Fig. 1: placed standard cells
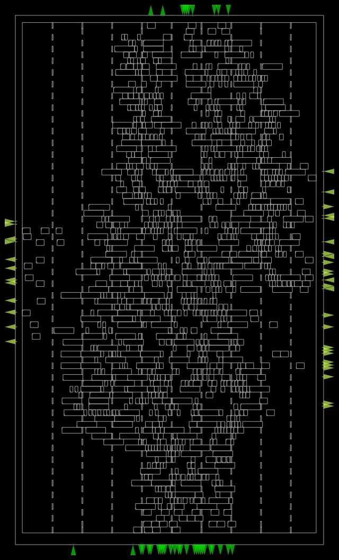
Fig. 2: metal 2
Cells faint in the background.
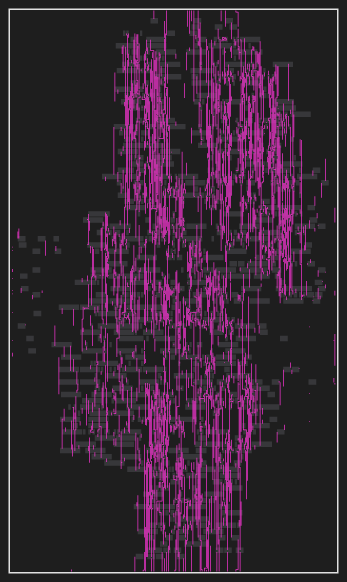
Fig. 3: placement density heat map
The die is cut into 14 by 25 equal tiles; white is low, dark blue is high, 0 to 100% covered.
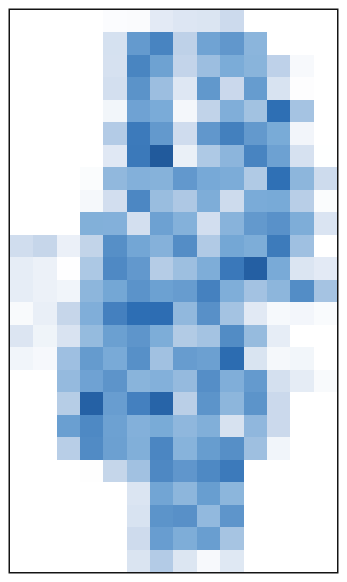
Fig. 4: metal 1
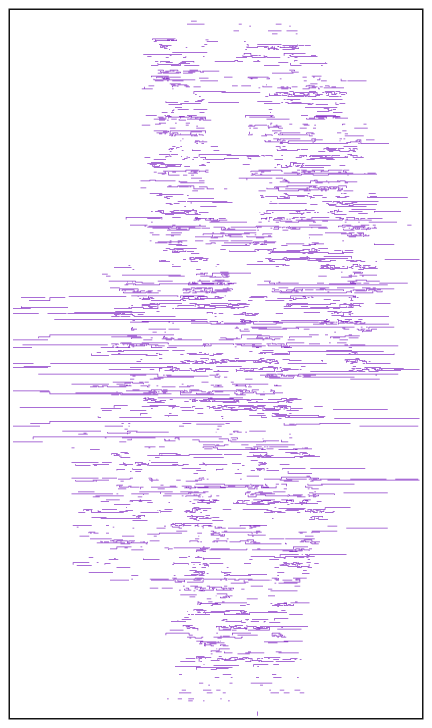
--- src/rtl/viterbi_frame_ctrl.sv ---
// ---------------------------------------------------------------------------
// viterbi_frame_ctrl
//
// This block generates BER test traffic for a loop made of a convolutional
// encoder, a channel and a Viterbi decoder. It sends PRBS payload frames to
// the encoder. After each payload it adds zero tail bits to flush the
// encoder trellis, and it puts idle gaps between frames. It checks the
// decoder output against a copy of the transmitted bits that is delayed to
// match the decoder latency, and it counts bit errors and frame errors.
//
// Parameters
//   FRAME_LEN  payload bits per frame (>=1)
//   TAIL       zero flush bits after each payload (>=0)
//   GAP        idle cycles between consecutive frames (>=0)
//   DEC_LAT    cycles from enc_data_o to the matching dec_data_i bit (1..64)
//   SEED       LFSR seed (non-zero)
//
// Ports
//   clk             clock, rising edge
//   rst             asynchronous active-high reset
//   start_i         run request, sampled only while idle
//   abort_i         ends the run at the next edge, in any state
//   nframes_i       frames per run, 0 = continuous; latched on start
//   enc_data_o      bit to the encoder (registered)
//   enc_enable_o    encoder enable (registered)
//   dec_data_i      decoded bit from the Viterbi decoder
//   busy_o          high in every state except IDLE
//   done_o          one-cycle pulse when a run completes normally
//   frame_ct_o      frames fully compared this run (saturating)
//   bit_err_ct_o    payload bit mismatches this run (saturating)
//   frame_err_ct_o  frames with at least one mismatch (saturating)
//
// Control protocol: start_i is a level request. It is accepted at the first
// rising edge where the block is IDLE, start_i=1 and abort_i=0. While busy,
// start_i is ignored. abort_i takes priority over everything else. Once
// accepted, no acknowledge is needed because busy_o reports acceptance.
// ---------------------------------------------------------------------------
module viterbi_frame_ctrl #(
  parameter int unsigned FRAME_LEN = 16,
  parameter int unsigned TAIL      = 2,
  parameter int unsigned GAP       = 4,
  parameter int unsigned DEC_LAT   = 12,
  parameter logic [15:0] SEED      = 16'hACE1
) (
  input  logic        clk,
  input  logic        rst,
  input  logic        start_i,
  input  logic        abort_i,
  input  logic [15:0] nframes_i,
  output logic        enc_data_o,
  output logic        enc_enable_o,
  input  logic        dec_data_i,
  output logic        busy_o,
  output logic        done_o,
  output logic [15:0] frame_ct_o,
  output logic [15:0] bit_err_ct_o,
  output logic [15:0] frame_err_ct_o
);

  typedef enum logic [2:0] {
    S_IDLE    = 3'd0,
    S_PAYLOAD = 3'd1,
    S_TAIL    = 3'd2,
    S_GAP     = 3'd3,
    S_DRAIN   = 3'd4
  } state_t;

  // Terminal counts for the per-state cycle counter. When TAIL or GAP is 0,
  // the matching state is never entered, so its terminal count does not
  // matter.
  localparam logic [15:0] FL_M1 = 16'(FRAME_LEN - 1);
  localparam logic [15:0] TL_M1 = (TAIL > 0) ? 16'(TAIL - 1) : 16'd0;
  localparam logic [15:0] GP_M1 = (GAP > 0) ? 16'(GAP - 1) : 16'd0;
  localparam logic [15:0] DL_M1 = 16'(DEC_LAT - 1);

  // Fibonacci LFSR. It shifts right, bit 0 is the output, and the feedback
  // enters at bit 15.
  function automatic logic [15:0] lfsr_step(input logic [15:0] v);
    return {v[0] ^ v[2] ^ v[3] ^ v[5], v[15:1]};
  endfunction

  function automatic logic [15:0] sat_inc(input logic [15:0] v);
    return (v == 16'hFFFF) ? v : v + 16'd1;
  endfunction

  // ---------------------------------------------------------------------
  // State and datapath registers
  // ---------------------------------------------------------------------
  state_t             state_q,     state_d;
  logic [15:0]        cnt_q,       cnt_d;
  logic [15:0]        lfsr_q,      lfsr_d;
  logic [15:0]        frame_idx_q, frame_idx_d;
  logic [15:0]        nframes_q,   nframes_d;
  logic               enc_data_q,  enc_data_d;
  logic               enc_en_q,    enc_en_d;
  logic               chk_q,       chk_d;
  logic               last_q,      last_d;
  logic               done_q,      done_d;
  logic               err_flag_q,  err_flag_d;
  logic [15:0]        frame_ct_q,  frame_ct_d;
  logic [15:0]        bit_err_q,   bit_err_d;
  logic [15:0]        frame_err_q, frame_err_d;
  logic [DEC_LAT-1:0] dl_bit_q,    dl_bit_d;
  logic [DEC_LAT-1:0] dl_chk_q,    dl_chk_d;
  logic [DEC_LAT-1:0] dl_last_q,   dl_last_d;

  logic        dl_bit_out;
  logic        dl_chk_out;
  logic        dl_last_out;
  logic        mismatch;
  logic        last_frame;
  logic        tail_exit;
  logic        enter_payload;
  logic [15:0] payload_src;

  always_comb begin
    state_d       = state_q;
    cnt_d         = cnt_q;
    lfsr_d        = lfsr_q;
    frame_idx_d   = frame_idx_q;
    nframes_d     = nframes_q;
    enc_data_d    = 1'b0;
    enc_en_d      = 1'b0;
    chk_d         = 1'b0;
    last_d        = 1'b0;
    done_d        = 1'b0;
    err_flag_d    = err_flag_q;
    frame_ct_d    = frame_ct_q;
    bit_err_d     = bit_err_q;
    frame_err_d   = frame_err_q;
    tail_exit     = 1'b0;
    enter_payload = 1'b0;
    payload_src   = lfsr_q;

    last_frame = (nframes_q != 16'd0) && ((frame_idx_q + 16'd1) == nframes_q);

    // The delay line captures whatever is on the encoder outputs in this
    // cycle. Entry k holds the bit driven k+1 cycles earlier, so the top
    // entry lines up with the decoder bit that arrives DEC_LAT cycles later.
    dl_bit_d     = dl_bit_q << 1;
    dl_bit_d[0]  = enc_data_q;
    dl_chk_d     = dl_chk_q << 1;
    dl_chk_d[0]  = chk_q;
    dl_last_d    = dl_last_q << 1;
    dl_last_d[0] = last_q;

    dl_bit_out  = dl_bit_q[DEC_LAT-1];
    dl_chk_out  = dl_chk_q[DEC_LAT-1];
    dl_last_out = dl_last_q[DEC_LAT-1];

    // Error accounting. The frame verdict uses the sticky flag together
    // with the current bit, so an error on the last bit still counts.
    mismatch = dl_chk_out && (dec_data_i != dl_bit_out);
    if (mismatch) begin
      bit_err_d  = sat_inc(bit_err_q);
      err_flag_d = 1'b1;
    end
    if (dl_chk_out && dl_last_out) begin
      frame_ct_d = sat_inc(frame_ct_q);
      if (err_flag_q || mismatch) begin
        frame_err_d = sat_inc(frame_err_q);
      end
      err_flag_d = 1'b0;
    end

    case (state_q)
      S_IDLE: begin
        if (start_i && !abort_i) begin
          nframes_d     = nframes_i;
          frame_idx_d   = 16'd0;
          frame_ct_d    = 16'd0;
          bit_err_d     = 16'd0;
          frame_err_d   = 16'd0;
          err_flag_d    = 1'b0;
          enter_payload = 1'b1;
          payload_src   = SEED;
        end
      end

      S_PAYLOAD: begin
        if (cnt_q == FL_M1) begin
          if (TAIL > 0) begin
            state_d  = S_TAIL;
            cnt_d    = 16'd0;
            enc_en_d = 1'b1;
          end else begin
            tail_exit = 1'b1;
          end
        end else begin
          cnt_d      = cnt_q + 16'd1;
          enc_en_d   = 1'b1;
          enc_data_d = lfsr_q[0];
          lfsr_d     = lfsr_step(lfsr_q);
          chk_d      = 1'b1;
          last_d     = ((cnt_q + 16'd1) == FL_M1);
        end
      end

      S_TAIL: begin
        if (cnt_q == TL_M1) begin
          tail_exit = 1'b1;
        end else begin
          cnt_d    = cnt_q + 16'd1;
          enc_en_d = 1'b1;
        end
      end

      S_GAP: begin
        if (cnt_q == GP_M1) begin
          enter_payload = 1'b1;
        end else begin
          cnt_d = cnt_q + 16'd1;
        end
      end

      S_DRAIN: begin
        if (cnt_q == DL_M1) begin
          state_d = S_IDLE;
          cnt_d   = 16'd0;
          done_d  = 1'b1;
        end else begin
          cnt_d = cnt_q + 16'd1;
        end
      end

      default: begin
        state_d = S_IDLE;
        cnt_d   = 16'd0;
      end
    endcase

    // End of a frame body: a bounded run drains after its last frame, and
    // any other frame goes on to the gap or straight to the next payload.
    if (tail_exit) begin
      frame_idx_d = frame_idx_q + 16'd1;
      if (last_frame) begin
        state_d = S_DRAIN;
        cnt_d   = 16'd0;
      end else if (GAP > 0) begin
        state_d = S_GAP;
        cnt_d   = 16'd0;
      end else begin
        enter_payload = 1'b1;
      end
    end

    // The first payload bit is registered on the entry edge. The LFSR
    // therefore always holds the next bit to be sent.
    if (enter_payload) begin
      state_d    = S_PAYLOAD;
      cnt_d      = 16'd0;
      enc_en_d   = 1'b1;
      enc_data_d = payload_src[0];
      lfsr_d     = lfsr_step(payload_src);
      chk_d      = 1'b1;
      last_d     = (FRAME_LEN == 1);
    end

    // Abort: return to IDLE quietly. Counters freeze at their current values
    // and in-flight bits are disqualified from checking.
    if (abort_i) begin
      state_d     = S_IDLE;
      cnt_d       = 16'd0;
      lfsr_d      = lfsr_q;
      frame_idx_d = frame_idx_q;
      nframes_d   = nframes_q;
      enc_data_d  = 1'b0;
      enc_en_d    = 1'b0;
      chk_d       = 1'b0;
      last_d      = 1'b0;
      done_d      = 1'b0;
      err_flag_d  = 1'b0;
      frame_ct_d  = frame_ct_q;
      bit_err_d   = bit_err_q;
      frame_err_d = frame_err_q;
      dl_chk_d    = '0;
      dl_last_d   = '0;
    end
  end

  always_ff @(posedge clk or posedge rst) begin
    if (rst) begin
      state_q     <= S_IDLE;
      cnt_q       <= 16'd0;
      lfsr_q      <= SEED;
      frame_idx_q <= 16'd0;
      nframes_q   <= 16'd0;
      enc_data_q  <= 1'b0;
      enc_en_q    <= 1'b0;
      chk_q       <= 1'b0;
      last_q      <= 1'b0;
      done_q      <= 1'b0;
      err_flag_q  <= 1'b0;
      frame_ct_q  <= 16'd0;
      bit_err_q   <= 16'd0;
      frame_err_q <= 16'd0;
      dl_bit_q    <= '0;
      dl_chk_q    <= '0;
      dl_last_q   <= '0;
    end else begin
      state_q     <= state_d;
      cnt_q       <= cnt_d;
      lfsr_q      <= lfsr_d;
      frame_idx_q <= frame_idx_d;
      nframes_q   <= nframes_d;
      enc_data_q  <= enc_data_d;
      enc_en_q    <= enc_en_d;
      chk_q       <= chk_d;
      last_q      <= last_d;
      done_q      <= done_d;
      err_flag_q  <= err_flag_d;
      frame_ct_q  <= frame_ct_d;
      bit_err_q   <= bit_err_d;
      frame_err_q <= frame_err_d;
      dl_bit_q    <= dl_bit_d;
      dl_chk_q    <= dl_chk_d;
      dl_last_q   <= dl_last_d;
    end
  end

  assign enc_data_o     = enc_data_q;
  assign enc_enable_o   = enc_en_q;
  assign busy_o         = (state_q != S_IDLE);
  assign done_o         = done_q;
  assign frame_ct_o     = frame_ct_q;
  assign bit_err_ct_o   = bit_err_q;
  assign frame_err_ct_o = frame_err_q;

endmodule

--- config.mk ---
export PLATFORM = sky130hd
export DESIGN_NAME = viterbi_frame_ctrl
export DESIGN_NICKNAME = d
export VERILOG_FILES = /design/src/rtl/viterbi_frame_ctrl.sv
export SDC_FILE = /design/constraint.sdc
export NUM_CORES = 1
export LEC_CHECK = 0
export ABC_AREA = 1
export CAP_MARGIN = 20
export CORE_ASPECT_RATIO = 1.75
export CORE_MARGIN = 3
export CORE_UTILIZATION = 25
export DETAILED_ROUTE_END_ITERATION = 7
export PLACE_DENSITY = 0.53
export SYNTH_ARGS = -nofsm -noshare
export SYNTH_HDL_FRONTEND = slang
export SYNTH_SLANG_ARGS = --single-unit
--- constraint.sdc ---
create_clock -name clk -period 5.7 [get_ports clk]
set_input_delay 1.14 -clock clk [delete_from_list [all_inputs] [get_ports clk]]
set_output_delay 1.14 -clock clk [all_outputs]
set_load 0.02 [all_outputs]
==> flow_summary.ini <==
; generated from flow reports
[status]
status = complete, no violations

[drt]
wl_met2_um = 11440
met1Wirelength_um = 9129

[placement]
place.detailed.hpwl_um = 16390

[cts]
cts_sinks = 157
numCtsBuffers = 17

[cells_and_area]
finalNonFillerCells = 1539
nets = 1154
area_growth_pct = 21.73

[setup_path]
worstPathMaxFanout = 37
crit_end = state_q[0]
crit_type = in2reg
endpoint_kind = flip-flop
start_kind = input port

[pwr]
vdd_drop_max_mv = 0.1482
p_per_area_nw_per_um2 = 262.0

[synth]
synth_cells = 1048
ys_seq_share_pct = 48.10
yosysWarnings = 0

[floorplan]
ios = 73
fp_util_pct = 25.42
die_x_um = 142.8

[flow_run]
maxCapViolCount = 0

[global_route]
grt_pass1_wl_um = 36250
Back to the opening pictures, Fig. 1:
Core ar.: 32,220 µm²
fill count: 3,423

Back to the opening pictures, Fig. 2:
940 nets have wire on it. The layer carries 11,400 µm of wire. The wires run mostly vertical. The longest straight run is 72.1 µm. The layer holds 52% of the routed length.

Back to the opening pictures, Fig. 3:
The fullest tile reaches 83%. The mean over all tiles is 27%. 2.0% of the tiles are over 75% full. 33% of the tiles are nearly empty. The densest ninth of the die: center. The emptiest ninth of the die: north-west.

Back to the opening pictures, Fig. 4:
The layer carries 9,130 µm of wire. The longest straight run is 66.5 µm. 1,073 nets have wire on it.

[registers in the layout, summed over array words and instances (netlist names), 16 cells and up]
name and flops:
frame_err_ct_o 16, frame_ct_o 16, cnt_q 16, bit_err_ct_o 16, frame_idx_q 16, lfsr_q 16
nframes_q 16
[metal layers]
metal / GRT usage (%) / vias up
li1: - / 3542
met4: 6.687 / 0
met2: 22.65 / 135
met5: 0 / -
met3: 2.588 / 51
met1: 15.13 / 3381
[report_power, final]
part	total [mW]	internal, mW	switching [mW]
registers	1.22	1.19	0.0314
clock network	1.14	0.636	0.504
logic	0.249	0.0868	0.163
[how the worst min path moves through the flow]
stage / to / slack (ns) / startpoint / cells after the start
floorplan: dl_bit_q[10] / 0.33 / dl_bit_q[9] / 0
global placement: dl_bit_q[11] / 0.34 / dl_bit_q[10] / 0
detailed placement: dl_bit_q[10] / 0.34 / dl_bit_q[9] / 0
CTS: dl_bit_q[6] / 0.35 / dl_bit_q[5] / 0
global route: dl_bit_q[1] / 0.36 / dl_bit_q[0] / 0
finish: dl_bit_q[10] / 0.35 / dl_bit_q[9] / 0
[cell families (layout without fill, tap and decap cells)]
family          after synthesis  count (layout)  share of synthesized area, %
buf+inv                     195             286                         9.045
fa+ha+maj                     7               7                         1.069
flops                       157             157                         48.10
simple gates                509             509                         28.46
xor+xnor                     29              29                         3.102
compound gates              151             151                         10.22
[Yosys cell counts (2+ instances only)]
cell       number
o21a_1          3
nor4_1          4
o21ai_0        70
nand2_1       227
nor3b_1         2
inv_1         162
nand3_2         2
dfstp_2         8
nand3b_1        2
a21oi_1        30
nand3_1        84
nor2_2         10
nor3_2          4
nor2_4          3
buf_2           6
clkbuf_1       13
a22oi_1         6
nor2_8          2
nor3_4          2
nand4_1        27
ha_1            7
nand2_4         2
inv_2          12
o22ai_1        30
nand2_2         8
nor2_1        104
xor2_1         25
nor3_1         21
and3_1          2
xnor2_1         4
dfrtp_1       149
o21ai_1         5
o2111ai_1       2
[cell type report]
| class | instances | share of cell area [%] |
|---|---|---|
| Clock buffer | 20 | 4.581 |
| Tap cell | 400 | 5.021 |
| Clock inverter | 12 | 1.305 |
| Multi-Input combinational cell | 696 | 35.21 |
| Inverter | 176 | 6.690 |
| Timing Repair Buffer | 78 | 7.682 |
| Sequential cell | 157 | 39.51 |
[cells in the final DEF, fill, tap and decap left out, types with 5 or more instances in the layout]
cell / n
o21ai_0: 70
dfstp_2: 8
o22ai_1: 30
nor2_1: 104
nand2_2: 8
nand3_1: 84
a21oi_1: 30
clkbuf_16: 17
inv_2: 12
xor2_1: 25
inv_1: 161
o21ai_1: 5
nor2_2: 10
clkdlybuf4s50_1: 72
nand4_1: 27
nand2_1: 227
nor3_1: 21
dfrtp_1: 149
a22oi_1: 6
ha_1: 7
buf_4: 6
[stage by stage]
stage	worst slack, ns	util [%]	hold WS (ns)
floorplan	0.3384	-	0.3312
global placement	1.920	29.12	0.3370
detailed placement	1.808	29.12	0.3358
CTS	2.285	30.94	0.3521
global route	2.047	30.94	0.3634
finish	2.326	30.94	0.3478
[worst max-delay path: cells and delay by family]
family,cells,cell delay [ns]
AND-OR/OR-AND,1,0.17
buffers and inverters,5,1.50
AND/OR/NAND/NOR,5,0.86
